===== config.mk =====
export PLATFORM = sky130hd
export DESIGN_NAME = instruction_fetch_unit
export DESIGN_NICKNAME = d
export VERILOG_FILES = /design/src/rtl/isa_pkg.sv /design/src/rtl/fetch_pc_reg.sv /design/src/rtl/instruction_fetch_unit.sv
export SDC_FILE = /design/constraint.sdc
export NUM_CORES = 1
export LEC_CHECK = 0
export ABC_CLOCK_PERIOD_IN_PS = 3330
export CORE_UTILIZATION = 30
export CTS_CLUSTER_SIZE = 12
export DETAILED_ROUTE_END_ITERATION = 7
export HOLD_SLACK_MARGIN = 0.02
export PLACE_DENSITY = 0.65
export SLEW_MARGIN = 30
export SYNTH_ARGS = -nofsm -noshare
export SYNTH_HDL_FRONTEND = slang
export SYNTH_HIERARCHICAL = 1
export SYNTH_SLANG_ARGS = --single-unit

===== constraint.sdc =====
create_clock -name i_clk -period 3.33 [get_ports i_clk]
set_input_delay 0.999 -clock i_clk [delete_from_list [all_inputs] [get_ports i_clk]]
set_output_delay 0.999 -clock i_clk [all_outputs]
set_load 0.01 [all_outputs]

===== src/rtl/isa_pkg.sv =====
// Shared widths, opcode field position and fetch FSM encoding for the fetch unit.
package isa_pkg;

  localparam int unsigned ADDR_W     = 16;
  localparam int unsigned INSTR_W    = 20;
  localparam int unsigned OPCODE_MSB = 19;
  localparam int unsigned OPCODE_LSB = 15;

  localparam logic [4:0] HALT_OPCODE = 5'b11111;

  // Fetch FSM encoding
  localparam logic [1:0] ST_IDLE  = 2'd0;
  localparam logic [1:0] ST_FETCH = 2'd1;
  localparam logic [1:0] ST_HALT  = 2'd2;

endpackage


===== src/rtl/fetch_pc_reg.sv =====
// Program counter register with reset / load / hold / increment selection and range checks.
// Ports:
//   i_clk, i_reset   clock and synchronous active-high reset
//   i_load           load i_load_pc (takes priority over i_inc)
//   i_load_pc        load target
//   i_inc            advance PC by one
//   o_pc_q           current PC
//   o_pc_at_last     PC is the last legal word (MEM_DEPTH-1)
//   o_target_oob     i_load_pc lies outside 0..MEM_DEPTH-1
module fetch_pc_reg
  import isa_pkg::*;
#(
  parameter int unsigned       MEM_DEPTH = 128,
  parameter logic [ADDR_W-1:0] RESET_PC  = '0
) (
  input  logic              i_clk,
  input  logic              i_reset,
  input  logic              i_load,
  input  logic [ADDR_W-1:0] i_load_pc,
  input  logic              i_inc,
  output logic [ADDR_W-1:0] o_pc_q,
  output logic              o_pc_at_last,
  output logic              o_target_oob
);

  logic [ADDR_W-1:0] r_pc;

  always_ff @(posedge i_clk) begin
    if (i_reset) begin
      r_pc <= RESET_PC;
    end else if (i_load) begin
      r_pc <= i_load_pc;
    end else if (i_inc) begin
      r_pc <= r_pc + 1'b1;
    end
  end

  assign o_pc_q       = r_pc;
  assign o_pc_at_last = (r_pc == ADDR_W'(MEM_DEPTH - 1));
  assign o_target_oob = (32'(i_load_pc) >= MEM_DEPTH);

endmodule


===== src/rtl/instruction_fetch_unit.sv =====
// Instruction fetch stage: owns the PC, reads a combinational instruction memory and
// registers the fetched word for decode. Supports stall, redirect, HALT opcode and
// out-of-range fault (sticky, stops fetching).
// Ports:
//   i_clk, i_reset             clock and synchronous active-high reset
//   i_start                    leave IDLE and begin fetching
//   i_stall                    hold PC and IF register
//   i_redirect, i_redirect_pc  branch/jump target load, flushes IF register
//   o_address, o_memo_read     instruction memory request (from state/PC only)
//   i_instruction              instruction memory read data
//   o_instr_out, o_instr_pc    registered instruction and its PC
//   o_instr_valid              o_instr_out is live
//   o_fetch_count              instructions delivered since reset (wraps)
//   o_halted, o_fault          HALT state indicator, sticky range fault
module instruction_fetch_unit
  import isa_pkg::*;
#(
  parameter int unsigned       MEM_DEPTH = 128,
  parameter logic [ADDR_W-1:0] RESET_PC  = '0
) (
  input  logic               i_clk,
  input  logic               i_reset,
  input  logic               i_start,
  input  logic               i_stall,
  input  logic               i_redirect,
  input  logic [ADDR_W-1:0]  i_redirect_pc,
  output logic [ADDR_W-1:0]  o_address,
  output logic               o_memo_read,
  input  logic [INSTR_W-1:0] i_instruction,
  output logic [INSTR_W-1:0] o_instr_out,
  output logic [ADDR_W-1:0]  o_instr_pc,
  output logic               o_instr_valid,
  output logic [15:0]        o_fetch_count,
  output logic               o_halted,
  output logic               o_fault
);

  logic [1:0]         r_state;
  logic [INSTR_W-1:0] r_instr_out;
  logic [ADDR_W-1:0]  r_instr_pc;
  logic               r_instr_valid;
  logic [15:0]        r_fetch_count;
  logic               r_fault;

  logic [ADDR_W-1:0]  w_pc_q;
  logic               w_pc_at_last;
  logic               w_target_oob;
  logic               w_fetching;
  logic               w_halt_op;
  logic               w_advance;
  logic               w_pc_load;
  logic               w_pc_inc;

  assign w_fetching = (r_state == ST_FETCH);
  assign w_halt_op  = (i_instruction[OPCODE_MSB:OPCODE_LSB] == HALT_OPCODE);
  assign w_advance  = w_fetching && !i_redirect && !i_stall;
  // An out-of-range redirect faults and leaves the PC where it was.
  assign w_pc_load  = w_fetching && i_redirect && !w_target_oob;
  // The PC freezes on the word that stops fetching (HALT opcode or last legal word).
  assign w_pc_inc   = w_advance && !w_halt_op && !w_pc_at_last;

  fetch_pc_reg #(
    .MEM_DEPTH (MEM_DEPTH),
    .RESET_PC  (RESET_PC)
  ) u_pc (
    .i_clk        (i_clk),
    .i_reset      (i_reset),
    .i_load       (w_pc_load),
    .i_load_pc    (i_redirect_pc),
    .i_inc        (w_pc_inc),
    .o_pc_q       (w_pc_q),
    .o_pc_at_last (w_pc_at_last),
    .o_target_oob (w_target_oob)
  );

  always_ff @(posedge i_clk) begin
    if (i_reset) begin
      r_state       <= ST_IDLE;
      r_instr_out   <= '0;
      r_instr_pc    <= '0;
      r_instr_valid <= 1'b0;
      r_fetch_count <= '0;
      r_fault       <= 1'b0;
    end else begin
      case (r_state)
        ST_IDLE: begin
          if (i_start) r_state <= ST_FETCH;
        end
        ST_FETCH: begin
          if (i_redirect) begin
            r_instr_valid <= 1'b0;
            if (w_target_oob) begin
              r_fault <= 1'b1;
              r_state <= ST_HALT;
            end
          end else if (!i_stall) begin
            r_instr_out   <= i_instruction;
            r_instr_pc    <= w_pc_q;
            r_instr_valid <= 1'b1;
            r_fetch_count <= r_fetch_count + 16'd1;
            if (w_halt_op) begin
              r_state <= ST_HALT;
            end else if (w_pc_at_last) begin
              r_fault <= 1'b1;
              r_state <= ST_HALT;
            end
          end
        end
        ST_HALT: begin
          r_instr_valid <= 1'b0;
        end
        default: begin
          r_state <= ST_IDLE;
        end
      endcase
    end
  end

  assign o_address     = w_pc_q;
  assign o_memo_read   = w_fetching;
  assign o_instr_out   = r_instr_out;
  assign o_instr_pc    = r_instr_pc;
  assign o_instr_valid = r_instr_valid;
  assign o_fetch_count = r_fetch_count;
  assign o_halted      = (r_state == ST_HALT);
  assign o_fault       = r_fault;

endmodule


Run 1, routed clock nets over the placement:
Bar = 20 um.
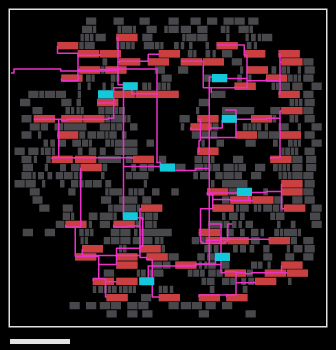
[red] flip-flops | count: 72
[cyan] cells driving clock nets | count: 9
[magenta] clock wires | length: 992 um
flops lie: spread over the die
clock network power consumption: 0.000795 W
Insertion Delay late pin: 0.35 ns
setup skew after layout: 0.008095 ns
relative contribution of the clock network to total power: 43.1%

Run 1, metal layers overlaid:
Bar = 20 um. Only two layers are drawn.
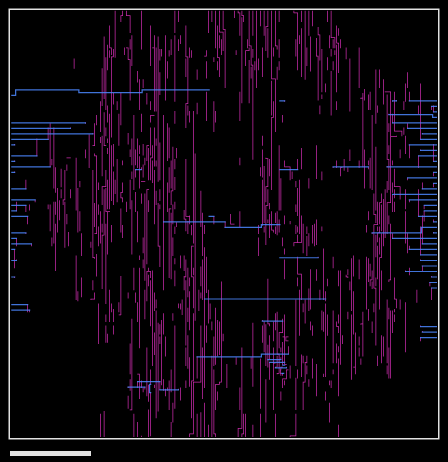
[magenta] met2 | wire length: 4160 um
[blue] met3 | wire length: 498 um

==> results.rst, run 1 <==
Run summary
-----------

.. list-table::
   :header-rows: 1

   * - Metric
     - Value
   * - Actual transition at the worst max-transition pin
     - approximately 0.71 ns
   * - 1st-pass router iterations
     - 4
   * - Residual DRC
     - 0
   * - Area used by multi-input combinational logic
     - about 0.0017 mm^2
   * - Gr usage total
     - 16.43%
   * - Class of the worst hold path
     - register to register
   * - Fraction of area in registers
     - between 20 and 30%
   * - Most heavily used metal layer in global routing
     - met2
   * - Largest Pwr Group
     - sequential cells
   * - Destination of the worst hold path
     - o_instr_out[14]
   * - Launching element type of the critical path
     - input port
   * - CP cell instances
     - clkdlybuf4s50_1, or4b_1, nor3_1, buf_4, nand4_4, or3_1, a21o_1, a21oi_1
   * - Max Clk Rate
     - roughly 0.33 GHz
   * - Max incr delay on CP
     - 0.55 ns
   * - Clock buffer count
     - 11
   * - Setup TNS Final
     - 0 ns
   * - GPL Wtd Cong
     - ~0.84
   * - Power drawn by the sequential cells
     - 0.000887 W
   * - Core Region
     - a little over 0.01 mm^2
   * - Std cell rows
     - 37
   * - Required arrival time at the worst endpoint
     - ~3.6 ns
   * - Async SR Flop Fraction
     - 0%
   * - Met3 global-route usage
     - between 5 and 6%
   * - Clock-pin slew of the registers on the worst-case setup and hold paths
     - about 0.070 ns
   * - Post-synthesis cell count from yosys
     - between 300 and 400
   * - Result of the run
     - completed
   * - Most frequently used cell type in the post-synthesis netlist
     - sky130_fd_sc_hd__nand2_1
   * - Number of buffers added by the clock tree synthesis step
     - 9
   * - Area of the mapped netlist
     - about 0.0032 mm^2
   * - First-pass GRT wire length
     - between 10000 and 15000 um
   * - Layout cells sized above 1
     - a little under a tenth
   * - Routed length per placed instance
     - 13.53 um
   * - Hold Crit Depth
     - 2
   * - Clock root cell
     - sky130_fd_sc_hd__clkbuf_8
   * - Period utilization
     - between 80% and 90%
   * - Count of hold buffers inserted by post-cts repair
     - 0
   * - Final period demand of the worst path
     - between 2 and 3 ns
   * - Worst IR drop on VDD
     - between 200 and 250 uV
   * - Met1 demand-to-capacity share in global routing
     - 20.85%
   * - Final Max Tran Viols
     - 0
   * - Logic power comb
     - between 0.00015 and 0.0002 W
   * - DRC violation total after the first TritonRoute iteration
     - about 130
   * - Total global routing overflow
     - 0
   * - Max-slew headroom
     - between 50% and 60%
   * - Post-route standard cell area excluding fillers
     - around 0.0048 mm^2
   * - Number of warnings reported in the yosys synthesis log
     - 6
   * - Post-synthesis area per instance
     - about 8.3 um^2
   * - Non-clock buffer share of cell area
     - 26.04%
   * - Placed insts
     - roughly 630
   * - Final-layout fill cell count
     - 1008
   * - Area added between synthesis and finish
     - 48.78%
   * - Initial standard-cell utilization of the core
     - around 31%
   * - Setup violations, final
     - 0
   * - Sum of internal, switching and leakage power
     - ~0.0018 W
   * - Comb_multi_in
     - ~280
   * - Fraction of power spent switching nets
     - about 23%
   * - Number of nets produced by synthesis
     - ~430
   * - CP delay by family, top
     - simple AND/OR/NAND/NOR gates
   * - Register-to-Register Path Depth
     - 12
   * - Startpoint of the most critical register-to-register path
     - u_pc/o_pc_q[0]
   * - Initial antenna violation count
     - 0
   * - Setup repair after global routing missed its margin
     - false
   * - Post-route non-filler standard cell count
     - about 650
   * - Multi-input logic portion of the cell area
     - about a third
   * - Met1 WL
     - 4048 um
   * - Worst setup EP type
     - register
   * - Ratio of routed vias to standard cells
     - 4.845
   * - Vertical extent of the die
     - around 110 um
   * - Overall die width
     - ~110 um
   * - Number of instances in the synthesized netlist
     - slightly below 400
   * - Via count of the first global-routing pass
     - slightly below 3000
   * - CP Max Fanout
     - 7
   * - CTS tree
     - done
   * - Non-clock buffer count
     - about 130
   * - Combinational share of power
     - slightly below 9%
   * - MaxCap Viol Count
     - 0
   * - Count of flip-flops with a built-in enable after synthesis
     - 0
   * - Amount of wire on met2 after detailed routing
     - slightly above 4000 um
   * - Total I/O pin count
     - around 110
   * - Clock buffers and inverters, area share
     - 4.792%
   * - Count of different cell masters after synthesis
     - 48
   * - Final routed wirelength across all metal layers
     - about 8800 um
   * - Post-synth top area cell
     - sky130_fd_sc_hd__dfxtp_1
   * - Number of clock sinks seen by CTS
     - between 70 and 80
   * - Post-CTS Repair Setup Buffers
     - 0
   * - Slowest library cell on the worst path
     - sky130_fd_sc_hd__or4b_1
   * - Pin count of the biggest net entering global routing
     - between 40 and 50
   * - Commonest cells in the netlist
     - sky130_fd_sc_hd__nand2_1 (88), sky130_fd_sc_hd__dfxtp_1 (72), sky130_fd_sc_hd__a21oi_1 (54)
   * - Top area cells in the synthesized netlist
     - sky130_fd_sc_hd__dfxtp_1 (45%), sky130_fd_sc_hd__nand2_1 (10%), sky130_fd_sc_hd__a21oi_1 (8.4%)
   * - Top routing layer in use
     - met4
   * - Critical path type
     - input port to register
   * - Post-route setup slack
     - 0.3372 ns
   * - Number of buffers and inverters on the critical path
     - 2
   * - Data arrival at the endpoint of the critical path
     - 3.26 ns
   * - Leakage power total
     - around 1.7 nW
   * - Die Area
     - between 0.01 and 0.015 mm^2
   * - Number of well taps
     - between 100 and 150
   * - Dominant kind of cell
     - multi-input combinational cells
   * - Area leader share
     - ~45%
   * - Layout Nets
     - about 550
   * - Half-perimeter wire length after placement
     - 6257 um
   * - Power Internal
     - around 0.0014 W
   * - Number of resized instances in the post-cts repair step
     - 0
   * - Met2 layer usage reported by global route
     - between 20% and 30%
   * - Number of buffers on the longest clock path
     - 2
   * - Worst hold margin
     - 0.4557 ns
   * - Pwr Density
     - 383.8 mW/mm^2
   * - Top_reg_cell synth
     - sky130_fd_sc_hd__dfxtp_1
   * - Number of warnings in the stage logs
     - 26
   * - Sequential cells
     - around 70
   * - Antenna diode count
     - 0
   * - Reported net switching power
     - around 0.00042 W
Run 1, register map, names as in the netlist:
Bar = 20 um. Other sequential cells in the stronger gray, the rest of the logic in the fainter gray.
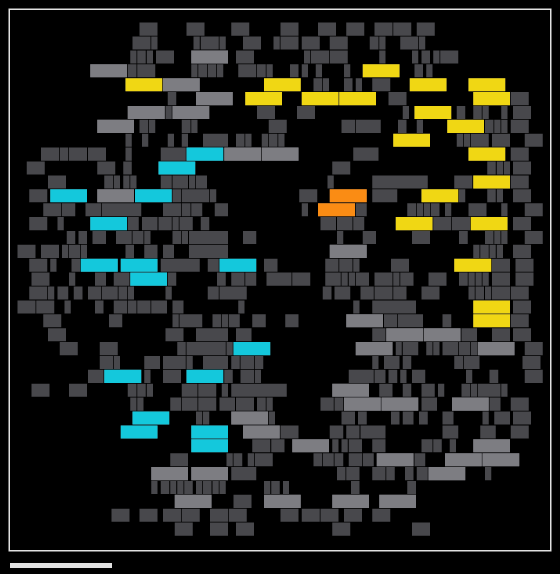
[yellow] o_instr_out | flops: 20
[orange] r_state | flops: 2
[cyan] u_pc/o_pc_q | flops: 16
not colored: 34
Util after Layout: 46.33%
sequential cell area: 0.001441 mm^2

-- run 1: logic make-up (layout without fill, tap and decap cells) --
kind of cell,Yosys count,after routing,share of synthesized area (%)
fa+ha+maj,2,2,0.7748
flops,72,72,44.63
simple gates,173,173,28.05
xor+xnor,19,19,5.153
buf+inv,36,161,4.533
mux,5,5,1.550
compound gates,82,82,15.30
-- run 1: registers in the layout, indices dropped and copies added (netlist names) --
| register | flops |
|---|---|
| o_instr_out | 20 |
| o_fetch_count | 16 |
| o_instr_pc | 16 |
| u_pc/o_pc_q | 16 |
| r_state | 2 |
| o_fault | 1 |
| o_instr_valid | 1 |
-- run 1: worst max-delay path by stage --
stage / cells past startpoint / from / slack, ns / end
final: 8 / i_redirect / 0.34 / u_pc/o_pc_q[6]
after global routing: 8 / i_redirect / 0.11 / u_pc/o_pc_q[14]
after CTS: 8 / i_redirect / 0.32 / u_pc/o_pc_q[6]
after detailed placement: 8 / i_redirect / -0.03 / u_pc/o_pc_q[6]
after global placement: 8 / i_redirect / 0.02 / u_pc/o_pc_q[6]
after floorplan: 9 / i_redirect / 0.27 / u_pc/o_pc_q[13]
-- run 1: cells in the final DEF, fill, tap and decap left out, types with 9 or more instances in the layout --
cell type / n
sky130_fd_sc_hd__nand3_1: 10
sky130_fd_sc_hd__nand2_1: 88
sky130_fd_sc_hd__clkbuf_8: 11
sky130_fd_sc_hd__dfxtp_1: 72
sky130_fd_sc_hd__clkdlybuf4s50_1: 111
sky130_fd_sc_hd__inv_1: 15
sky130_fd_sc_hd__nor2_1: 21
sky130_fd_sc_hd__xnor2_1: 9
sky130_fd_sc_hd__xor2_1: 10
sky130_fd_sc_hd__a21oi_1: 54
sky130_fd_sc_hd__buf_4: 18
==> run 1 -> run 2 <==
--- a/config.mk
+++ b/config.mk
@@ -6,11 +6,13 @@
 export NUM_CORES = 1
 export LEC_CHECK = 0
 export ABC_CLOCK_PERIOD_IN_PS = 3330
-export CORE_UTILIZATION = 30
+export CELL_PAD_IN_SITES_DETAIL_PLACEMENT = 1
+export CELL_PAD_IN_SITES_GLOBAL_PLACEMENT = 2
+export CORE_UTILIZATION = 25
 export CTS_CLUSTER_SIZE = 12
 export DETAILED_ROUTE_END_ITERATION = 7
 export HOLD_SLACK_MARGIN = 0.02
-export PLACE_DENSITY = 0.65
+export PLACE_DENSITY = 0.87
 export SLEW_MARGIN = 30
 export SYNTH_ARGS = -nofsm -noshare
 export SYNTH_HDL_FRONTEND = slang
Run 2, metal layers overlaid:
Bar = 20 um. Only two layers are drawn.
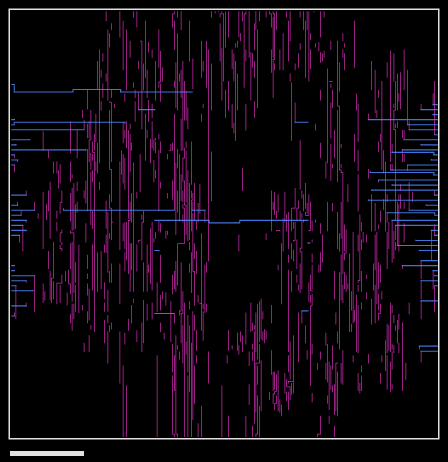
[magenta] met2 | wire length: 4720 um
[blue] met3 | wire length: 565 um
final routed wirelength across all metal layers: 9994 um
via count: 3188
routed length per placed instance: 14.61 um
gr usage total: 15.72%

Run 2, register map, names as in the netlist:
Bar = 20 um. Other sequential cells in the stronger gray, the rest of the logic in the fainter gray.
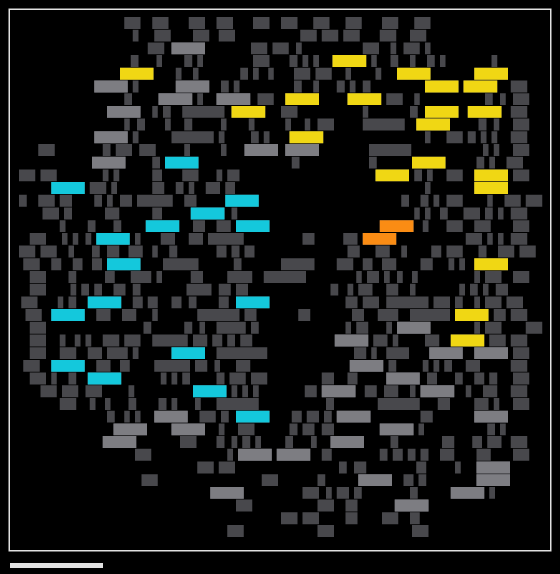
[cyan] u_pc/o_pc_q | flops: 16
[orange] r_state | flops: 2
[yellow] o_instr_out | flops: 20 | where: north-east
power drawn by the sequential cells: 0.000890 W
Util after Layout: 38.93%

==> results.rst, run 2 <==
Run summary
-----------

.. list-table::
   :header-rows: 1

   * - Metric
     - Value
   * - CTS tree
     - done
   * - Adder and majority gate portion of the synthesized area
     - 0.7749%
   * - Fraction of power spent switching nets
     - between 20% and 30%
   * - Setup repair after global routing missed its margin
     - false
   * - Class of the worst hold path
     - register to register
   * - Total global routing overflow
     - 0
   * - Setup TNS Final
     - 0 ns
   * - 1st-pass router iterations
     - 4
   * - Area of the mapped netlist
     - about 0.0032 mm^2
   * - Residual DRC
     - 0
   * - Period utilization
     - about 92%
   * - Post-synthesis area per instance
     - slightly above 8 um^2
   * - Layout cells sized above 1
     - 8.789%
   * - Async SR Flop Fraction
     - 0%
   * - Launching element type of the critical path
     - input port
   * - Clock root cell
     - sky130_fd_sc_hd__clkbuf_16
   * - Number of warnings reported in the yosys synthesis log
     - 6
   * - Area added between synthesis and finish
     - 52.11%
   * - Half-perimeter wire length after placement
     - ~7300 um
   * - Vertical extent of the die
     - 115.7 um
   * - Max reg flops
     - 20
   * - Setup skew after layout
     - 0.005647 ns
   * - Actual transition at the worst max-transition pin
     - 0.6016 ns
   * - Met1 WL
     - ~4600 um
   * - Top_reg_cell synth
     - sky130_fd_sc_hd__dfxtp_1
   * - Initial standard-cell utilization of the core
     - approximately a quarter
   * - Placed insts
     - between 600 and 700
   * - Die Area
     - approximately 0.013 mm^2
   * - First-pass GRT wire length
     - about 16000 um
   * - Relative contribution of the clock network to total power
     - a little under half
   * - Ratio of routed vias to standard cells
     - ~4.7
   * - Number of instances in the synthesized netlist
     - ~390
   * - GPL Wtd Cong
     - around 0.79
   * - Insertion Delay late pin
     - between 0.3 and 0.4 ns
   * - Max Clk Rate
     - between 0.3 and 0.4 GHz
   * - Layout Nets
     - about 550
   * - Final-layout fill cell count
     - 1523
   * - Combinational share of power
     - under 10%
   * - Area leader share
     - between 40 and 50%
   * - Via count of the first global-routing pass
     - 3264
   * - Post-Synth Simple-Gate Area
     - 28.05%
   * - Final Max Tran Viols
     - 0
   * - Data arrival at the endpoint of the critical path
     - about 3.3 ns
   * - Post-route non-filler standard cell count
     - 684
   * - Commonest cells in the netlist
     - sky130_fd_sc_hd__nand2_1 (88), sky130_fd_sc_hd__dfxtp_1 (72), sky130_fd_sc_hd__a21oi_1 (54)
   * - Leakage power total
     - ~1.7 nW
   * - Post-synth top area cell
     - sky130_fd_sc_hd__dfxtp_1
   * - Count of different cell masters after synthesis
     - between 40 and 50
   * - Top routing layer in use
     - met4
   * - Largest family of logic cells by area
     - simple AND/OR/NAND/NOR gates
   * - MaxCap Viol Count
     - 0
   * - Final period demand of the worst path
     - around 3 ns
   * - Worst hold margin
     - about 0.45 ns
   * - Result of the run
     - completed
   * - Number of nets produced by synthesis
     - 432
   * - Amount of wire on met2 after detailed routing
     - between 4000 and 5000 um
   * - CP Max Fanout
     - 7
   * - Post-synthesis cell count from yosys
     - a little under 400
   * - Count of flip-flops with a built-in enable after synthesis
     - 0
   * - Share of the synthesized netlist area taken by xor and xnor gates
     - 5.153%
   * - Count of hold buffers inserted by post-cts repair
     - 0
   * - Number of buffers on the longest clock path
     - 2
   * - Most frequently placed logic cells in the final layout
     - sky130_fd_sc_hd__clkdlybuf4s50_1 (111), sky130_fd_sc_hd__nand2_1 (88), sky130_fd_sc_hd__dfxtp_1 (72)
   * - Most frequent standard cell in the layout excluding fill and tap cells
     - sky130_fd_sc_hd__clkdlybuf4s50_1
   * - Post-route setup slack
     - around 0.26 ns
   * - Top area cells in the synthesized netlist
     - sky130_fd_sc_hd__dfxtp_1 (45%), sky130_fd_sc_hd__nand2_1 (10%), sky130_fd_sc_hd__a21oi_1 (8.4%)
   * - Number of clock sinks seen by CTS
     - 72
   * - Sum of internal, switching and leakage power
     - between 0.0015 and 0.002 W
   * - Number of warnings in the stage logs
     - 26
   * - Most frequently used cell type in the post-synthesis netlist
     - sky130_fd_sc_hd__nand2_1
   * - Worst slack at placement
     - -0.08196 ns
   * - Antenna diode count
     - 0
   * - Initial antenna violation count
     - 0
   * - Number of resized instances in the post-cts repair step
     - 0
   * - Setup violations, final
     - 0
   * - Total I/O pin count
     - approximately 110
   * - DRC violation total after the first TritonRoute iteration
     - between 90 and 100
   * - Max-slew headroom
     - between 50% and 60%
   * - Overall die width
     - around 120 um
   * - Clock-pin slew of the registers on the worst-case setup and hold paths
     - ~0.060 ns
   * - Worst IR drop on VDD
     - 175.1 uV
   * - Area fraction in mux cells
     - between 1.5 and 2%
   * - Pwr Density
     - 406.6 mW/mm^2
   * - Required arrival time at the worst endpoint
     - between 3 and 4 ns
Run 2, cells colored by class:
Fill, decap, tap and diode cells in gray.
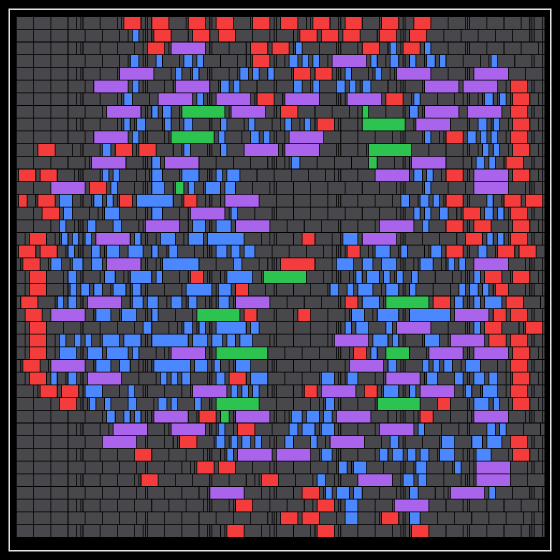
[red] other buffers and delay cells | cells: 129 | share of their area: 27%
[blue] all other logic | cells: 296 | share of their area: 36%
[purple] flip-flops | cells: 72 | share of their area: 31%
[green] clock drivers and dummy loads | cells: 15 | share of their area: 6.1%
post-route standard cell area excluding fillers: 0.004912 mm^2
std cell rows: 41
fraction of area in registers: 29.34%
Core Region: 0.01262 mm^2

[run 2: netlist changes by cell type in the layout (fill, tap and decap cells not counted), sizes merged]
cell and change:
bufinv -1, buf -1
[run 2: path summary, 6_finish.rpt]
path | slack [ns] | end | cells past startpoint | startpoint
worst max-delay path | 0.26 | u_pc/o_pc_q[13] | 8 | i_redirect
worst min-delay path | 0.45 | o_instr_out[13] | 2 | o_instr_out[13]
worst max register to register | 0.63 | u_pc/o_pc_q[13] | 12 | u_pc/o_pc_q[1]
worst min register to register | 0.45 | o_instr_out[13] | 2 | o_instr_out[13]
[run 2: critical path: stages]
cell and delay, ns:
sky130_fd_sc_hd__clkdlybuf4s50_1 0.42, sky130_fd_sc_hd__or4b_1 0.57, sky130_fd_sc_hd__nor3_1 0.22, sky130_fd_sc_hd__buf_4 0.21
sky130_fd_sc_hd__nand3_2 0.19, sky130_fd_sc_hd__nor4_4 0.29, sky130_fd_sc_hd__nor3_1 0.09, sky130_fd_sc_hd__a2111oi_2 0.31
[run 2: routing by layer]
layer	GRT usage, %	vias up
li1	-	1572
met1	19.41	1532
met2	26.91	74
met3	3.295	10
met4	5.897	0
met5	0	-
[run 2: layout make-up]
cell class | instances | area, um^2 | area share (%)
multi-input combinational | 281 | 1655 | 33.70
sequential | 72 | 1441 | 29.34
timing repair buffer | 129 | 1256 | 25.57
clock buffer | 11 | 242.7 | 4.941
tap | 172 | 215.2 | 4.381
inverter | 15 | 56.30 | 1.146
clock inverter | 4 | 45.04 | 0.9170
[run 2: power groups by stage]
stage          logic (W)  registers [W]  clock network, W
5_1_grt         0.000180       0.000893           0.00101
2_1_floorplan  0.0000587       0.000909                 0
4_1_cts         0.000167       0.000891          0.000968
3_5_place_dp    0.000166       0.000909                 0
3_3_place_gp    0.000163       0.000908                 0
6_report        0.000164       0.000890          0.000942
Power is estimated from default activity; no workload was simulated.
